[src/rtl/dm_arbiter_if.sv]
// Request/acknowledge bundle for one data-memory requester.
// The requester holds req and its fields stable until it samples ack.
interface dm_arbiter_if;
  logic        req;
  logic        we;
  logic [31:0] addr;
  logic [31:0] wdata;
  logic        ack;
  logic        err;
  logic [31:0] rdata;

  modport master (output req, we, addr, wdata, input ack, err, rdata);
  modport slave  (input req, we, addr, wdata, output ack, err, rdata);
endinterface

[src/rtl/dm_arbiter.sv]
// Two-port round-robin arbiter that serialises CPU and debug accesses onto the
// single data-memory port and returns registered ack/err/rdata per requester.
module dm_arbiter #(
  parameter int unsigned DEPTH      = 256,
  parameter bit          RESET_PRIO = 1'b0
) (
  input  logic               clk_dm,
  input  logic               rst_n,
  dm_arbiter_if.slave        port_a,
  dm_arbiter_if.slave        port_b,
  output logic               Mem_Write,
  output logic [31:0]        DM_Addr,
  output logic [31:0]        M_W_Data,
  input  logic [31:0]        M_R_Data,
  output logic               busy
);

  localparam logic [31:0] DEPTH_W = 32'(DEPTH);

  typedef enum logic [1:0] {
    IDLE   = 2'd0,
    ACCESS = 2'd1,
    RESP   = 2'd2
  } state_t;

  state_t      state_r, state_s;
  logic        sel_r, sel_s;
  logic        rr_last_r, rr_last_s;
  logic [1:0]  elig_s;
  logic        grant_valid_s, grant_s;
  logic        sel_we_s, in_range_s;
  logic [31:0] sel_addr_s, sel_wdata_s;
  logic [31:0] addr_hold_r, wdata_hold_r;
  logic        ack_a_r, ack_b_r, err_a_r, err_b_r;
  logic [31:0] rdata_a_r, rdata_b_r;

  // Fields of the currently granted port
  always_comb begin
    if (sel_r) begin
      sel_we_s    = port_b.we;
      sel_addr_s  = port_b.addr;
      sel_wdata_s = port_b.wdata;
    end else begin
      sel_we_s    = port_a.we;
      sel_addr_s  = port_a.addr;
      sel_wdata_s = port_a.wdata;
    end
    in_range_s = (sel_addr_s < DEPTH_W);
  end

  // Round-robin grant; in RESP the port being acked is not eligible
  always_comb begin
    elig_s = 2'b00;
    case (state_r)
      IDLE:    elig_s = {port_b.req, port_a.req};
      RESP:    elig_s = sel_r ? {1'b0, port_a.req} : {port_b.req, 1'b0};
      default: elig_s = 2'b00;
    endcase
    grant_valid_s = |elig_s;
    if (elig_s == 2'b11) begin
      grant_s = ~rr_last_r;
    end else begin
      grant_s = elig_s[1];
    end
  end

  // Next-state logic
  always_comb begin
    state_s   = state_r;
    sel_s     = sel_r;
    rr_last_s = rr_last_r;
    case (state_r)
      IDLE, RESP: begin
        if (grant_valid_s) begin
          state_s   = ACCESS;
          sel_s     = grant_s;
          rr_last_s = grant_s;
        end else begin
          state_s   = IDLE;
        end
      end
      ACCESS:  state_s = RESP;
      default: state_s = IDLE;
    endcase
  end

  // Memory port is live only in ACCESS and holds its last address/data otherwise
  always_comb begin
    if (state_r == ACCESS) begin
      Mem_Write = sel_we_s & in_range_s;
      DM_Addr   = sel_addr_s;
      M_W_Data  = sel_wdata_s;
    end else begin
      Mem_Write = 1'b0;
      DM_Addr   = addr_hold_r;
      M_W_Data  = wdata_hold_r;
    end
    busy = (state_r != IDLE);
  end

  // Control state registers
  always_ff @(posedge clk_dm or negedge rst_n) begin
    if (!rst_n) begin
      state_r   <= IDLE;
      sel_r     <= 1'b0;
      rr_last_r <= ~RESET_PRIO;
    end else begin
      state_r   <= state_s;
      sel_r     <= sel_s;
      rr_last_r <= rr_last_s;
    end
  end

  // Captured response per port; out-of-range accesses return zero data
  always_ff @(posedge clk_dm or negedge rst_n) begin
    if (!rst_n) begin
      addr_hold_r  <= 32'd0;
      wdata_hold_r <= 32'd0;
      ack_a_r      <= 1'b0;
      ack_b_r      <= 1'b0;
      err_a_r      <= 1'b0;
      err_b_r      <= 1'b0;
      rdata_a_r    <= 32'd0;
      rdata_b_r    <= 32'd0;
    end else begin
      ack_a_r <= (state_r == ACCESS) && !sel_r;
      ack_b_r <= (state_r == ACCESS) && sel_r;
      if (state_r == ACCESS) begin
        addr_hold_r  <= sel_addr_s;
        wdata_hold_r <= sel_wdata_s;
        if (!sel_r) begin
          err_a_r <= ~in_range_s;
          if (!in_range_s) begin
            rdata_a_r <= 32'd0;
          end else if (!sel_we_s) begin
            rdata_a_r <= M_R_Data;
          end else begin
            rdata_a_r <= rdata_a_r;
          end
        end else begin
          err_b_r <= ~in_range_s;
          if (!in_range_s) begin
            rdata_b_r <= 32'd0;
          end else if (!sel_we_s) begin
            rdata_b_r <= M_R_Data;
          end else begin
            rdata_b_r <= rdata_b_r;
          end
        end
      end else begin
        addr_hold_r  <= addr_hold_r;
        wdata_hold_r <= wdata_hold_r;
      end
    end
  end

  assign port_a.ack   = ack_a_r;
  assign port_a.err   = err_a_r;
  assign port_a.rdata = rdata_a_r;
  assign port_b.ack   = ack_b_r;
  assign port_b.err   = err_b_r;
  assign port_b.rdata = rdata_b_r;

endmodule

[src/flat_wrapper.sv]
// flat-port wrapper written by rule: the top's interface ports become plain ports
module dm_arbiter_flat 
#(
  parameter int unsigned DEPTH      = 256,
  parameter bit          RESET_PRIO = 1'b0
)
  (clk_dm, rst_n, Mem_Write, DM_Addr, M_W_Data, M_R_Data, busy, port_a_req, port_a_we, port_a_addr, port_a_wdata, port_a_ack, port_a_err, port_a_rdata, port_b_req, port_b_we, port_b_addr, port_b_wdata, port_b_ack, port_b_err, port_b_rdata);
  dm_arbiter_if port_a_i ();
  dm_arbiter_if port_b_i ();
  input  logic clk_dm;
  input  logic rst_n;
  output logic Mem_Write;
  output logic [31:0] DM_Addr;
  output logic [31:0] M_W_Data;
  input  logic [31:0] M_R_Data;
  output logic busy;
  input wire logic [$bits(port_a_i.req)-1:0] port_a_req;
  input wire logic [$bits(port_a_i.we)-1:0] port_a_we;
  input wire logic [$bits(port_a_i.addr)-1:0] port_a_addr;
  input wire logic [$bits(port_a_i.wdata)-1:0] port_a_wdata;
  output wire logic [$bits(port_a_i.ack)-1:0] port_a_ack;
  output wire logic [$bits(port_a_i.err)-1:0] port_a_err;
  output wire logic [$bits(port_a_i.rdata)-1:0] port_a_rdata;
  input wire logic [$bits(port_b_i.req)-1:0] port_b_req;
  input wire logic [$bits(port_b_i.we)-1:0] port_b_we;
  input wire logic [$bits(port_b_i.addr)-1:0] port_b_addr;
  input wire logic [$bits(port_b_i.wdata)-1:0] port_b_wdata;
  output wire logic [$bits(port_b_i.ack)-1:0] port_b_ack;
  output wire logic [$bits(port_b_i.err)-1:0] port_b_err;
  output wire logic [$bits(port_b_i.rdata)-1:0] port_b_rdata;
  assign port_a_i.req = port_a_req;
  assign port_a_i.we = port_a_we;
  assign port_a_i.addr = port_a_addr;
  assign port_a_i.wdata = port_a_wdata;
  assign port_a_ack = port_a_i.ack;
  assign port_a_err = port_a_i.err;
  assign port_a_rdata = port_a_i.rdata;
  assign port_b_i.req = port_b_req;
  assign port_b_i.we = port_b_we;
  assign port_b_i.addr = port_b_addr;
  assign port_b_i.wdata = port_b_wdata;
  assign port_b_ack = port_b_i.ack;
  assign port_b_err = port_b_i.err;
  assign port_b_rdata = port_b_i.rdata;
  dm_arbiter #(.DEPTH(DEPTH), .RESET_PRIO(RESET_PRIO)) u_core (.clk_dm(clk_dm), .rst_n(rst_n), .port_a(port_a_i), .port_b(port_b_i), .Mem_Write(Mem_Write), .DM_Addr(DM_Addr), .M_W_Data(M_W_Data), .M_R_Data(M_R_Data), .busy(busy));
endmodule
[config.mk]
export PLATFORM = sky130hd
export DESIGN_NAME = dm_arbiter_flat
export DESIGN_NICKNAME = d
export VERILOG_FILES = /design/src/rtl/dm_arbiter_if.sv /design/src/rtl/dm_arbiter.sv /design/src/flat_wrapper.sv
export SDC_FILE = /design/constraint.sdc
export NUM_CORES = 1
export LEC_CHECK = 0
export CAP_MARGIN = 20
export CORE_ASPECT_RATIO = 1.1
export CORE_MARGIN = 4
export CORE_UTILIZATION = 47
export DETAILED_ROUTE_END_ITERATION = 10
export PLACE_DENSITY = 0.84
export RECOVER_POWER = 25
export SYNTH_ARGS = -nofsm -noshare
export SYNTH_HDL_FRONTEND = slang
export SYNTH_SLANG_ARGS = --single-unit
[constraint.sdc]
create_clock -name clk_dm -period 6.05 [get_ports clk_dm]
set_input_delay 1.815 -clock clk_dm [delete_from_list [all_inputs] [get_ports clk_dm]]
set_output_delay 1.815 -clock clk_dm [all_outputs]
set_load 0.05 [all_outputs]
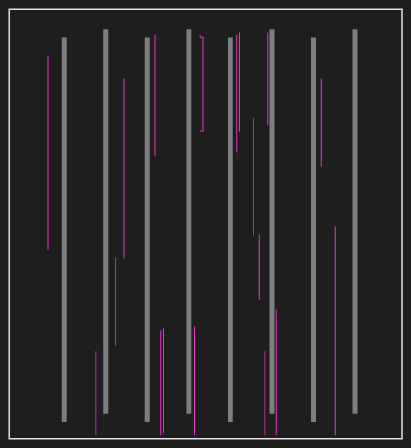
Fig. 1. The metal 4 layer (run 1).
Supply wires on this layer in gray.
share of all routed wire: 2.7%
longest straight run: 68.0 um
wire length on this layer: 677 um

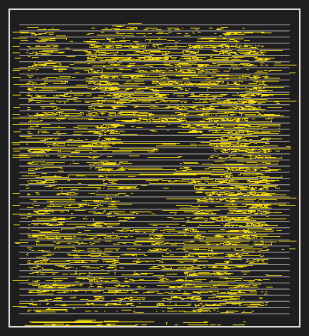
Fig. 2. Met1 routing (run 1).
Supply wires on this layer in gray.
nets with wire on the layer: 1,055
longest straight run: 56.6 um
wire length on this layer: 10,100 um
share of all routed wire: 40%
main direction: horizontal
Via Count: 7,406
met1 Use GR: 34.4%
WL final: 25,400 um

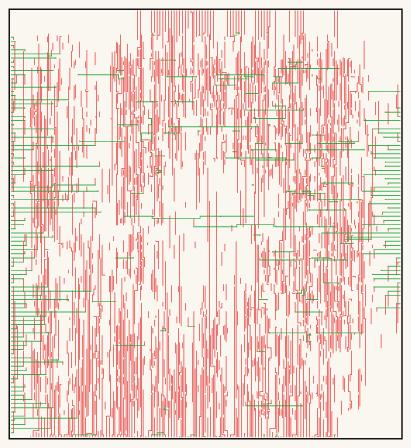
Fig. 3. Signal wires by layer (run 1).
Only two layers are drawn.
[green] M3 | wire length: 1,760 um
[red] M2 | wire length: 12,900 um
Total Routing Usage GR: 27.5%
per-cell routed wire length: 20.5 um

==> results.cfg, run 1 <==
; synthesis and place-and-route metrics
[synth]
top_cell_area_share_pct = 45.5
synth.distinct_cells = 36
ys.flops = 136
ys_sh_mux_pct = 8.77
synth-edff-count = 0
syn_area_mm2 = 0.00742
postSynth.asyncResetShare_pct = 100
common_cells = dfrtp_1 (135), nand2_1 (131), o2111ai_1 (128)
fa_ha_area_share_pct = 0
xor_share_pct = 0
syn_nets = 955
top_logic_kind = AND-OR/OR-AND gates
synth_cells = 789
ys_cells = 789
ys_chip_area_mm2 = 0.00742
yosysWarnings = 0
aoi_share_pct = 20.5
synth.avg_cell_area_um2 = 9.41
area_leaders = dfrtp_1 (46%), o2111ai_1 (15%), mux2i_1 (8.8%)
ys_sh_simple_pct = 19.3
synth_seq_share_pct = 45.9

[setup_path]
endpoint = Mem_Write
cpPeakStageDelay_ns = 0.70
path_max_fanout = 3
r2r_end = u_core.port_a.rdata[30]$_DFFE_PN0P_
rrSetupSlack_ns = 2.43
crit_arrival_ns = 3.93
endpoint_kind = primary output
start_kind = input pin
crit-reg2reg-launch = u_core.sel_r$_DFFE_PN0P_
crit_family = simple AND/OR/NAND/NOR gates
crit_chain = dlygate4sd3_1, or4_1, nor4_1, a31oi_1, nor3_1, buf_12
cp_slowest_cell = or4_1
critical_path_buf_inv_count = 2
rr_worst_depth = 7
worstPathRequired_ns = 4.24
critical_path_class = in -> out
cp-startpoint = port_b_addr[14]
path_depth = 6

[min_path]
hold_depth = 2
hold_start = u_core.wdata_hold_r[28]$_DFF_PN0_
min-delay-path-class = reg -> reg
whs_endpoint = u_core.wdata_hold_r[28]$_DFF_PN0_

[final_layout]
final_layout_size_suffix_gt1_share_pct = 5.54
area_delta_synth_final_pct = 48.7
comb_cells = 558
fin_nets = 1200
stdcell_area_mm2 = 0.0110
layout.cells.non_filler = 1243
comb_share_pct = 33.0
clk_share_pct = 5.40
seq_share_pct = 30.9
post-route-util_pct = 72.2
mi_logic_area_mm2 = 0.00364
layout_top_cell = clkdlybuf4s50_1
nClkBuffers = 25
final.fill_count = 1159
largest_cell_class = combinational gates
antenna_cells = 0
nNonClkInverters = 6
buffers = 315
final_cell_mix = clkdlybuf4s50_1 (259), dfrtp_1 (134), nand2_1 (131), o2111ai_1 (128), o21ai_0 (67)

[global_routing]
use_met3_pct = 6.40
grt_overflow_total = 0
antenna_found_initial = 0
grt_pass1_vias = 6965
grt_max_degree = 119
met2_usage_pct = 46.6
grt_pass1_wl_um = 39000

[power]
p_sw_share_pct = 48.1
power_uw = 5240
p_int_uw = 2720
pg_seq_uw = 1290
combinationalPower_uw = 2900
p_clk_uw = 1050
pwr-share-clk_pct = 20.0
p_leak_uw = 0.00468
top_power_group = combinational cells
p_comb_share_pct = 55.3
p_per_area_mw_per_mm2 = 475
seq_power_share_pct = 24.7

[detailed_routing]
first_iter_violations = 910
wl_met3_um = 1760
ant_nets = 0
met1_length_um = 10100
drc = 0
routed.top_layer = met4
vias_per_cell = 5.96
dr.pass1.iters = 5
wl_met2_um = 12900

[outcome]
outcome = finished, violations left
violations = max-capacitance violations, max-slew violations

[sta]
fin_crit_sh_pct = 94.9
finalClockSkew_ns = 0.0108
setup_tns_ns = 0
worst_slew_pin_slew_ns = 2.61
rsz0062_at_grt = false
slew_viol_final = 140
max_freq_mhz = 174
timing.hold.ws_ns = 0.490
relSlewSlack_pct = -74.3
min_period_ns = 5.74
setup-violations-final = 0
finalHoldViolations = 0
setup_ws_ns = 0.306

[floorplanning]
rows = 47
die_w_um = 128
chip_area_mm2 = 0.0179
floorplan.core_util_pct = 48.5
tapCellCount = 196
core_area_mm2 = 0.0153
dieHeight_um = 140

[placed_design]
dp.cells = 1210
dp_slack_ns = 0.438
hpwlAfterDp_um = 17000
finalWeightedCongestion = 0.864
portBuffers = 299
placed_cell_area_mm2 = 0.0104

[clocking]
cts_buffer_depth = 2
cts_tree = built
cts_setup_buffers = 0
cts_root_buffer = clkbuf_16
clkSinkCount = 136
htreeDepth = 4
clk_pin_slew_ns = 0.06
numCtsBuffers = 17
ctsResizeCount = 0
hold_buffers = 0
clk_latency_ns = 0.42

[job]
warning_count = 36
max-cap-violations = 2
Fig. 4: run 1, clock nets
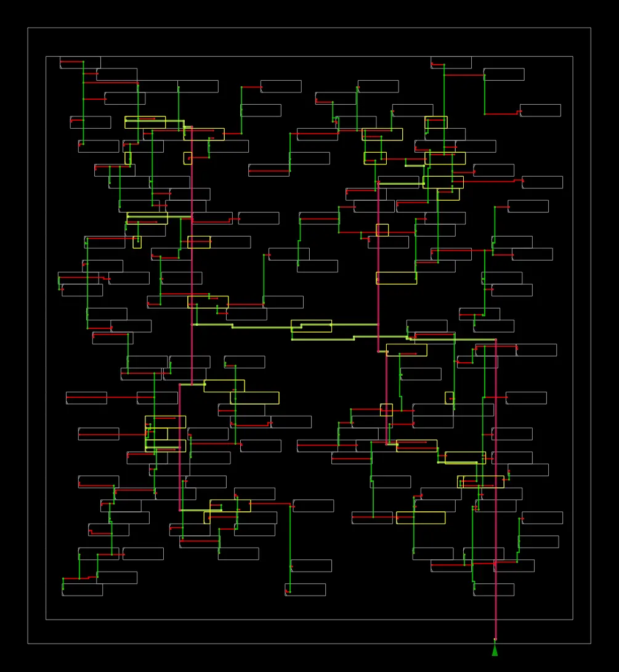

## Run 2: what changed since run 1
--- a/config.mk
+++ b/config.mk
@@ -11,7 +11,6 @@
 export CORE_UTILIZATION = 47
 export DETAILED_ROUTE_END_ITERATION = 10
 export PLACE_DENSITY = 0.84
-export RECOVER_POWER = 25
 export SYNTH_ARGS = -nofsm -noshare
 export SYNTH_HDL_FRONTEND = slang
 export SYNTH_SLANG_ARGS = --single-unit
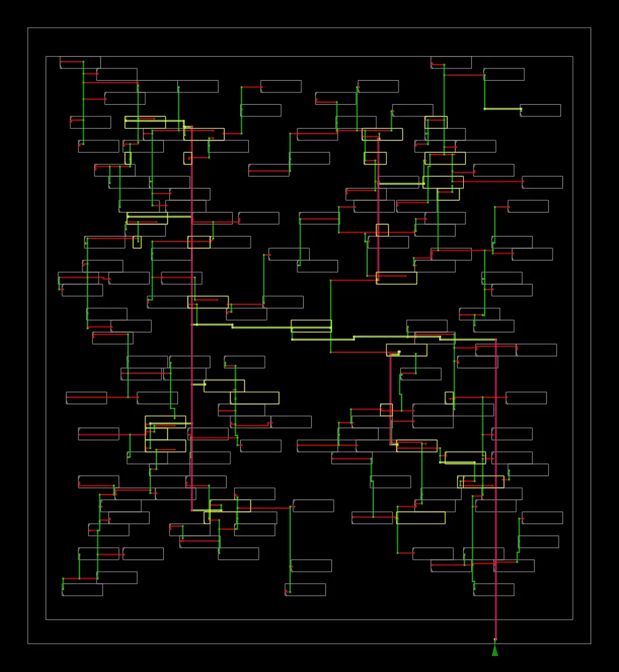
Fig. 5. Clock nets (run 2).
clk_skew: 0.0104 ns
flip-flops: 136
clk_buf instances: 25
CTS buffer count: 17

==> run 2 against run 1 <==
Compared with the run above:
- the run now ends clean
- clock power barely moved
- synthesized area did not move
- first-iteration DRC count fell by 6.8%
- wire length barely moved
- critical path depth did not move
- register-to-register slack barely moved
- cell count did not move
- power barely moved
- sequential power barely moved
- sequential cell count did not move
- utilization rose by 0.065 points
==> results.cfg, run 2 <==
; synthesis and place-and-route metrics
[outcome]
outcome = finished clean

[power]
combinationalPower_uw = 2910
p_comb_share_pct = 55.4
pg_seq_uw = 1290
pwr-share-clk_pct = 19.9
p_leak_uw = 0.00468
top_power_group = combinational cells

[synth]
aoi_share_pct = 20.5
synth.distinct_cells = 36
xor_share_pct = 0
ys_sh_simple_pct = 19.3
synth.avg_cell_area_um2 = 9.41
ys_sh_mux_pct = 8.77
fa_ha_area_share_pct = 0
common_cells = dfrtp_1 (135), nand2_1 (131), o2111ai_1 (128)
ys_cells = 789
area_leaders = dfrtp_1 (46%), o2111ai_1 (15%), mux2i_1 (8.8%)
syn_nets = 955
synth-edff-count = 0
top_cell_area_share_pct = 45.5
synth_seq_share_pct = 45.9
ys_chip_area_mm2 = 0.00742

[setup_path]
start_kind = input pin
critical_path_buf_inv_count = 2
crit_arrival_ns = 3.81
crit_chain = clkdlybuf4s50_1, or4_1, nor4_1, a31oi_1, nor3_1, buf_12
cpPeakStageDelay_ns = 0.71
r2r_end = u_core.port_a.rdata[30]$_DFFE_PN0P_
crit-reg2reg-launch = u_core.sel_r$_DFFE_PN0P_
cp_slowest_cell = or4_1
rr_worst_depth = 7
critical_path_class = in -> out
path_depth = 6
path_max_fanout = 3
rrSetupSlack_ns = 2.43

[clocking]
cts_setup_buffers = 0
cts_tree = built
clk_pin_slew_ns = 0.06
ctsResizeCount = 0
hold_buffers = 0

[final_layout]
final_cell_mix = clkdlybuf4s50_1 (296), dfrtp_1 (134), nand2_1 (131), o2111ai_1 (128), o21ai_0 (67)
antenna_cells = 0
clk_share_pct = 5.39
nNonClkInverters = 6
final.fill_count = 1160
post-route-util_pct = 72.2
largest_cell_class = combinational gates
final_layout_size_suffix_gt1_share_pct = 5.64
seq_share_pct = 30.9
stdcell_area_mm2 = 0.0110

[placed_design]
finalWeightedCongestion = 0.864
placed_cell_area_mm2 = 0.0104

[job]
warning_count = 36
max-cap-violations = 0

[global_routing]
grt_overflow_total = 0
grt_max_degree = 119
grt_pass1_wl_um = 39000
use_met3_pct = 6.40
track_usage_pct = 27.5

[sta]
worst_slew_pin_slew_ns = 1.15
fin_crit_sh_pct = 92.9
rsz0062_at_grt = false
finalHoldViolations = 0
slew_viol_final = 0

[detailed_routing]
first_iter_violations = 848
wl_met2_um = 12800
vias_per_cell = 5.92
routed_wirelength_um = 25400
num_vias = 7363
wl_met3_um = 1910

[floorplanning]
floorplan.core_util_pct = 48.5
core_area_mm2 = 0.0153

[min_path]
whs_endpoint = u_core.wdata_hold_r[28]$_DFF_PN0_
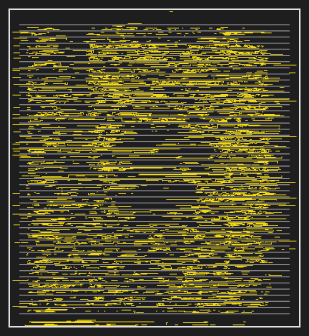
Fig. 6. Met1 routing (run 2).
Supply wires on this layer in gray.
wire length on this layer: 9,990 um
share of all routed wire: 39%
nets with wire on the layer: 1,047

Fig. 7: run 2, signal wires by layer
Only two layers are drawn.
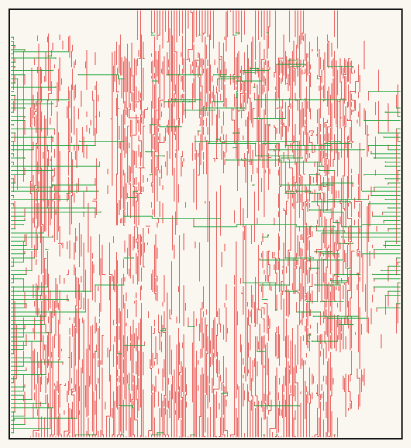

## Run 3: what changed since run 2
--- a/config.mk
+++ b/config.mk
@@ -8,9 +8,10 @@
 export CAP_MARGIN = 20
 export CORE_ASPECT_RATIO = 1.1
 export CORE_MARGIN = 4
-export CORE_UTILIZATION = 47
+export CORE_UTILIZATION = 55
 export DETAILED_ROUTE_END_ITERATION = 10
-export PLACE_DENSITY = 0.84
+export DONT_BUFFER_PORTS = 1
+export PLACE_DENSITY = 0.68
 export SYNTH_ARGS = -nofsm -noshare
 export SYNTH_HDL_FRONTEND = slang
 export SYNTH_SLANG_ARGS = --single-unit
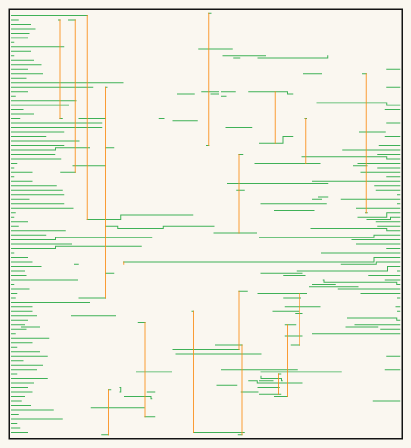
Fig. 8. Signal wires by layer (run 3).
Only two layers are drawn.
[green] M3 | wire length: 2,230 um
[orange] M4 | wire length: 505 um
WL final: 22,200 um
Total Routing Usage GR: 28.0%
Via Count: 6,217
per-cell routed wire length: 24.4 um

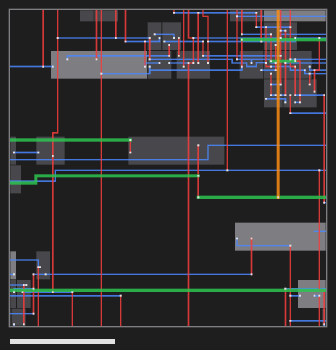
Fig. 9. Zoomed window (run 3).
The bar under the picture is 10 um long. Window x 44 to 74, y 50 to 80 um. Cells in gray, sequential cells in the stronger gray; small squares are vias.
[red] M2
[green] M3
[blue] M1
[orange] M4
cells with their middle in the window: 17
sequential cells in the window: 2
netlist names of flops here include: `u_core.port_a.ack` (1), `u_core.port_b.rdata` (1)
most frequent: o2111ai_1 (4), nand2_1 (3)

==> run 3 against run 2 <==
Compared with the run above:
- utilization down 11 points
- critical path depth down 1
- register-to-register slack better by 0.11 ns
- largest cell class unchanged
- highest routed layer is now met5
==> results.cfg, run 3 <==
; synthesis and place-and-route metrics
[setup_path]
endpoint = Mem_Write
cpPeakStageDelay_ns = 0.62
crit_chain = or4_1, nor4_1, a31oi_1, nor3_2, buf_4
critical_path_buf_inv_count = 1
cp-startpoint = port_b_addr[14]
crit_family = simple AND/OR/NAND/NOR gates
cp_slowest_cell = or4_1
path_max_fanout = 3
crit_arrival_ns = 3.18
rr_worst_depth = 6
critical_path_class = in -> out
path_depth = 5
rrSetupSlack_ns = 2.54
start_kind = input pin
r2r_end = u_core.port_b.rdata[20]$_DFFE_PN0P_
crit-reg2reg-launch = u_core.sel_r$_DFFE_PN0P_
worstPathRequired_ns = 4.24

[global_routing]
grt_pass1_wl_um = 34100
use_met3_pct = 10.4
grt_overflow_total = 0
grt_busiest_layer = met2
grt_pass1_vias = 6141
grt_util_met1_pct = 33.9
grt_max_degree = 137

[power]
p_leak_uw = 0.00359
combinationalPower_uw = 2070
p_per_area_mw_per_mm2 = 570
p_comb_share_pct = 44.7
p_clk_uw = 1180
peakVddDrop_v = 0.000480
pwr-share-clk_pct = 25.6
power.switching_uw = 2350
power_uw = 4620
pg_seq_uw = 1370
top_power_group = combinational cells

[synth]
top_cell = dfrtp_1
ys_sh_simple_pct = 19.3
synth.avg_cell_area_um2 = 9.41
synth.distinct_cells = 36
synth_seq_share_pct = 45.9
syn_nets = 955
xor_share_pct = 0
area_leaders = dfrtp_1 (46%), o2111ai_1 (15%), mux2i_1 (8.8%)
yosysTopAreaCell = dfrtp_1
top_cell_area_share_pct = 45.5
fa_ha_area_share_pct = 0
ys_cells = 789
syn_area_mm2 = 0.00742
yosysWarnings = 0
synth_cells = 789
ys_chip_area_mm2 = 0.00742
synth-edff-count = 0
ys_sh_mux_pct = 8.77
ys.flops = 136
aoi_share_pct = 20.5
common_cells = dfrtp_1 (135), nand2_1 (131), o2111ai_1 (128)

[final_layout]
stdcell_area_mm2 = 0.00811
largest_cell_class = combinational gates
antenna_cells = 0
seq_share_pct = 42.0
clk_share_pct = 8.36
area_share_nonclk_buffers_pct = 1.97
post-route-util_pct = 61.4
layout_top_cell = dfrtp_1
final_layout_size_suffix_gt1_share_pct = 7.89
nClkBuffers = 20
nNonClkInverters = 6
area_delta_synth_final_pct = 9.31
seq_cells = 136
comb_cells = 558
comb_share_pct = 44.9
final_cell_mix = dfrtp_1 (134), nand2_1 (131), o2111ai_1 (128), mux2i_1 (65), o21ai_1 (65)
final.fill_count = 1086

[detailed_routing]
vias_per_cell = 6.84
dr.pass1.iters = 7
wl_met3_um = 2230
first_iter_violations = 652
routed.top_layer = met5
wl_met2_um = 11300
ant_nets = 0

[min_path]
min-delay-path-class = reg -> reg
whs_endpoint = u_core.rr_last_r$_DFFE_PN1P_
hold_depth = 2
hold_start = u_core.rr_last_r$_DFFE_PN1P_

[sta]
slew_viol_final = 0
finalClockSkew_ns = 0.00713
fin_crit_sh_pct = 82.6
min_period_ns = 5.00
finalHoldViolations = 0
setup_tns_ns = 0
setup_ws_ns = 1.05
rsz0062_at_grt = false
max_freq_mhz = 200
worst_slew_pin_slew_ns = 1.10

[floorplanning]
core_area_mm2 = 0.0132
tapCellCount = 161
die_w_um = 119
floorplan.core_util_pct = 56.2
dieHeight_um = 130
rows = 44

[outcome]
outcome = finished clean

[clocking]
cts_setup_buffers = 0
clkSinkCount = 136
cts_tree = built
numCtsBuffers = 17
ctsResizeCount = 0
clk_pin_slew_ns = 0.06
hold_buffers = 0
clk_latency_ns = 0.42

[job]
warning_count = 31
max-cap-violations = 0

[placed_design]
finalWeightedCongestion = 0.869
hpwlAfterDp_um = 14600
placed_cell_area_mm2 = 0.00738
portBuffers = 0
Power is estimated from default activity; no workload was simulated.
